$ cat config.mk
export PLATFORM = sky130hd
export DESIGN_NAME = rx_ts_queue
export DESIGN_NICKNAME = d
export VERILOG_FILES = /design/src/rtl/rx_ts_queue.sv
export SDC_FILE = /design/constraint.sdc
export NUM_CORES = 1
export LEC_CHECK = 0
export ABC_AREA = 1
export CAP_MARGIN = 20
export CORE_MARGIN = 2
export CORE_UTILIZATION = 50
export CTS_BUF_LIST = sky130_fd_sc_hd__clkbuf_8
export CTS_CLUSTER_DIAMETER = 40
export DETAILED_ROUTE_END_ITERATION = 6
export PLACE_DENSITY_LB_ADDON = 0.15
export SLEW_MARGIN = 20
export SYNTH_ARGS = -nofsm -noshare
export SYNTH_HDL_FRONTEND = slang
export SYNTH_SLANG_ARGS = --single-unit
export TNS_END_PERCENT = 50
$ cat constraint.sdc
create_clock -name rx_clk -period 10.66 [get_ports rx_clk]
set_input_delay 2.132 -clock rx_clk [delete_from_list [all_inputs] [get_ports rx_clk]]
set_output_delay 2.132 -clock rx_clk [all_outputs]
set_load 0.005 [all_outputs]
$ cat src/rtl/rx_ts_queue.sv
// Receive timestamp queue: arms on the SFD trigger, pushes timestamp plus PTP header
// fields into a show-ahead FIFO on the parser's valid pulse, popped by software.
module rx_ts_queue #(
    parameter int unsigned DEPTH = 4,
    parameter int unsigned AW    = 2
) (
    input  logic          rx_clk,
    input  logic          rx_rst_n,
    input  logic          rx_clk_en_i,
    input  logic          rxts_trig_i,
    input  logic          rxts_valid_i,
    input  logic [79:0]   sfd_timestamp_i,
    input  logic [15:0]   sfd_timestamp_frac_ns_i,
    input  logic [79:0]   rx_sourcePortIdentity_i,
    input  logic [15:0]   rx_seqId_i,
    input  logic [3:0]    rx_messageType_i,
    input  logic [3:0]    rx_majorSdoId_i,
    input  logic          rd_pop_i,
    input  logic          clr_ovf_i,
    input  logic          int_en_i,
    output logic [79:0]   head_ts_o,
    output logic [15:0]   head_frac_o,
    output logic [79:0]   head_spid_o,
    output logic [15:0]   head_seqid_o,
    output logic [3:0]    head_msgtype_o,
    output logic [3:0]    head_sdoid_o,
    output logic          empty_o,
    output logic          full_o,
    output logic [AW:0]   count_o,
    output logic          ovf_o,
    output logic [15:0]   ovf_cnt_o,
    output logic [7:0]    orphan_cnt_o,
    output logic          int_rx_ts_o
);
    localparam int unsigned EW = 200;
    localparam logic [AW:0] FULL_CNT = (AW+1)'(DEPTH);

    typedef enum logic {IDLE, ARMED} state_t;

    state_t        state;
    logic [79:0]   pend_ts;
    logic [15:0]   pend_frac;
    logic [EW-1:0] mem [DEPTH];
    logic [AW-1:0] wr_ptr;
    logic [AW-1:0] rd_ptr;
    logic [AW:0]   count;
    logic [EW-1:0] head;

    logic valid_ev, push_req, orphan, is_empty, is_full, pop_ok, push_ok, drop;

    always_comb begin
        valid_ev = rx_clk_en_i & rxts_valid_i;
        // A valid coinciding with a trigger belongs to no armed frame: orphan it.
        push_req = valid_ev & ~rxts_trig_i & (state == ARMED);
        orphan   = valid_ev & (rxts_trig_i | (state == IDLE));
        is_empty = (count == '0);
        is_full  = (count == FULL_CNT);
        pop_ok   = rd_pop_i & ~is_empty;
        push_ok  = push_req & (~is_full | pop_ok);
        drop     = push_req & is_full & ~pop_ok;
    end

    always_ff @(posedge rx_clk or negedge rx_rst_n) begin
        if (!rx_rst_n) begin
            state     <= IDLE;
            pend_ts   <= '0;
            pend_frac <= '0;
        end else if (rx_clk_en_i) begin
            if (rxts_trig_i) begin
                state     <= ARMED;
                pend_ts   <= sfd_timestamp_i;
                pend_frac <= sfd_timestamp_frac_ns_i;
            end else if (rxts_valid_i && state == ARMED) begin
                state <= IDLE;
            end
        end
    end

    always_ff @(posedge rx_clk) begin
        if (push_ok) begin
            mem[wr_ptr] <= {pend_ts, pend_frac, rx_sourcePortIdentity_i, rx_seqId_i,
                            rx_messageType_i, rx_majorSdoId_i};
        end
    end

    always_ff @(posedge rx_clk or negedge rx_rst_n) begin
        if (!rx_rst_n) begin
            wr_ptr <= '0;
            rd_ptr <= '0;
            count  <= '0;
        end else begin
            if (push_ok) wr_ptr <= wr_ptr + AW'(1);
            if (pop_ok)  rd_ptr <= rd_ptr + AW'(1);
            case ({push_ok, pop_ok})
                2'b10:   count <= count + (AW+1)'(1);
                2'b01:   count <= count - (AW+1)'(1);
                default: count <= count;
            endcase
        end
    end

    always_ff @(posedge rx_clk or negedge rx_rst_n) begin
        if (!rx_rst_n) begin
            ovf_o        <= 1'b0;
            ovf_cnt_o    <= '0;
            orphan_cnt_o <= '0;
            int_rx_ts_o  <= 1'b0;
        end else begin
            // A drop in the clearing cycle survives as a fresh count of one.
            if (clr_ovf_i) begin
                ovf_o     <= drop;
                ovf_cnt_o <= drop ? 16'd1 : 16'd0;
            end else if (drop) begin
                ovf_o <= 1'b1;
                if (ovf_cnt_o != 16'hFFFF) ovf_cnt_o <= ovf_cnt_o + 16'd1;
            end
            if (orphan && orphan_cnt_o != 8'hFF) orphan_cnt_o <= orphan_cnt_o + 8'd1;
            int_rx_ts_o <= int_en_i & ~is_empty;
        end
    end

    assign head = is_empty ? '0 : mem[rd_ptr];

    assign head_ts_o      = head[199:120];
    assign head_frac_o    = head[119:104];
    assign head_spid_o    = head[103:24];
    assign head_seqid_o   = head[23:8];
    assign head_msgtype_o = head[7:4];
    assign head_sdoid_o   = head[3:0];
    assign empty_o        = is_empty;
    assign full_o         = is_full;
    assign count_o        = count;

endmodule
Signal wires by layer:
Scale: 1.5 px per um.
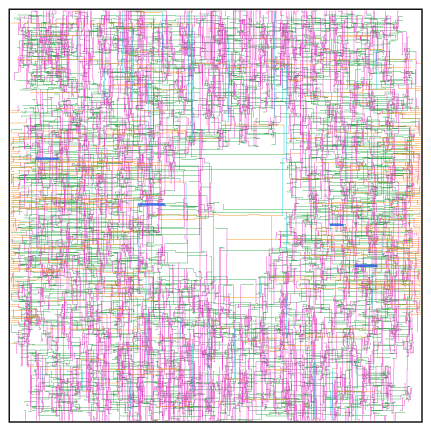
- green: metal 1 (wire length 37.0 mm)
- cyan: metal 4 (wire length 2050 um)
- blue: metal 5 (wire length 51.5 um)
- magenta: metal 2 (wire length 43.3 mm)
- orange: metal 3 (wire length 6280 um)

Where the registers sit:
Scale: 1 px per um.
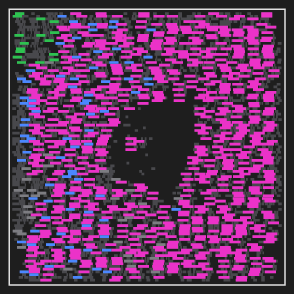
- blue: pend_ts (flops 80)
- green: ovf_cnt_o (flops 16; where north-west)
- magenta: mem (flops 800; where spread over the die)
- not coloured: 34

Routing congestion:
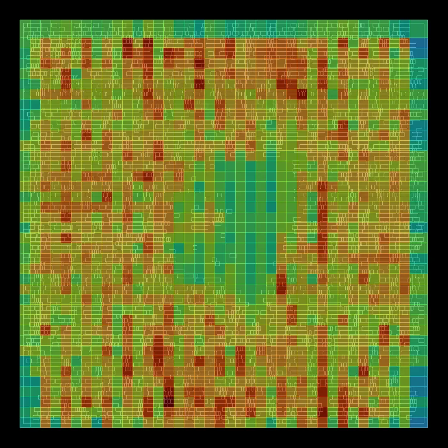
Most Used Layer, Global Route: met2
routing usage on met1: 0.308
Routed WL per cell: 20.3 um
met2 global-route usage: 0.387

Ports around the boundary:
Scale: 1 px per um. Pins as bars across the die edge, other pins in grey.
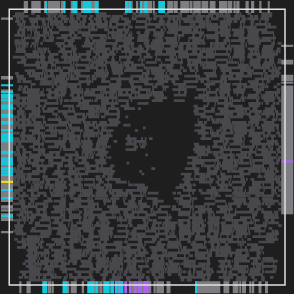
- purple: sfd_timestamp_frac_ns_i (pins 16; direction input; edge 14 south, 1 west, 1 east)
- cyan: head_ts_o (pins 80; direction output; edge 33 west, 24 north, 23 south)
- yellow: rxts_valid_i (pins 1; direction input; edge west)
- all pins by edge: 122 south, 120 north, 103 east, 94 west
Die Ht: 274 um
port bufs: 438
width of the die: 274 um

==> impl_metrics.toml <==
# synthesis and place-and-route metrics
[logic_synthesis]
ys_sh_simple = 0.102
ys_top_logic_family = "simple AND/OR/NAND/NOR gates"
adder_share = 0.00261
xor_share = 0.00360
top_cell = "nor2_1"
synth_cell_types = 33
topCellsByArea = "edfxtp_1 (66%), dfrtp_1 (8.9%), nor2_1 (8.5%)"
fp_nets = 3054

[worst_setup_path]
crit_cells = 7
endpoint = "head_ts_o[65]"
cp-start-kind = "flip-flop"
cp_slowest_cell = "dfrtp_4"
worst-path-max-fanout = 215
path_class = "flip-flop to output port"
crit_path_start = "rd_ptr[0]"
cp_cell_sequence = "buf_12, buf_6, nor2_1, nor2_1, o21ai_0, a21oi_1, clkdlybuf4s50_1"
worstPathArrival_ns = 5.13

[sta]
min_period_ns = 7.26
relSlewSlack = 0.228
finalHoldViolations = 0

[status]
status = "completed"

[cells_and_area]
area_growth_pct = 21.9
drive_gt1_frac = 0.108
fin_cells = 4378
nFlopsAndLatches = 930
buf_share = 0.104
utilization = 0.613
clkCellAreaFrac = 0.0663
dominant_cells = "sequential cells"

[worst_hold_path]
min_to = "mem[3][199]"
holdCritPathClass = "flip-flop to flip-flop"

[cts]
clock_path_buffers = 3
cts_tree = "yes"

[die]
rows = 99
tapcell.inserted = 959

[grt]
grt_pass1_vias = 23300

[route]
drt-initial-drc-count = 1679
drt-vias-per-instance = 5.37
highest-signal-layer = "met5"
vias = 23500

[power_and_ir_drop]
power.total_w = 0.0114
clkPwrFrac = 0.260
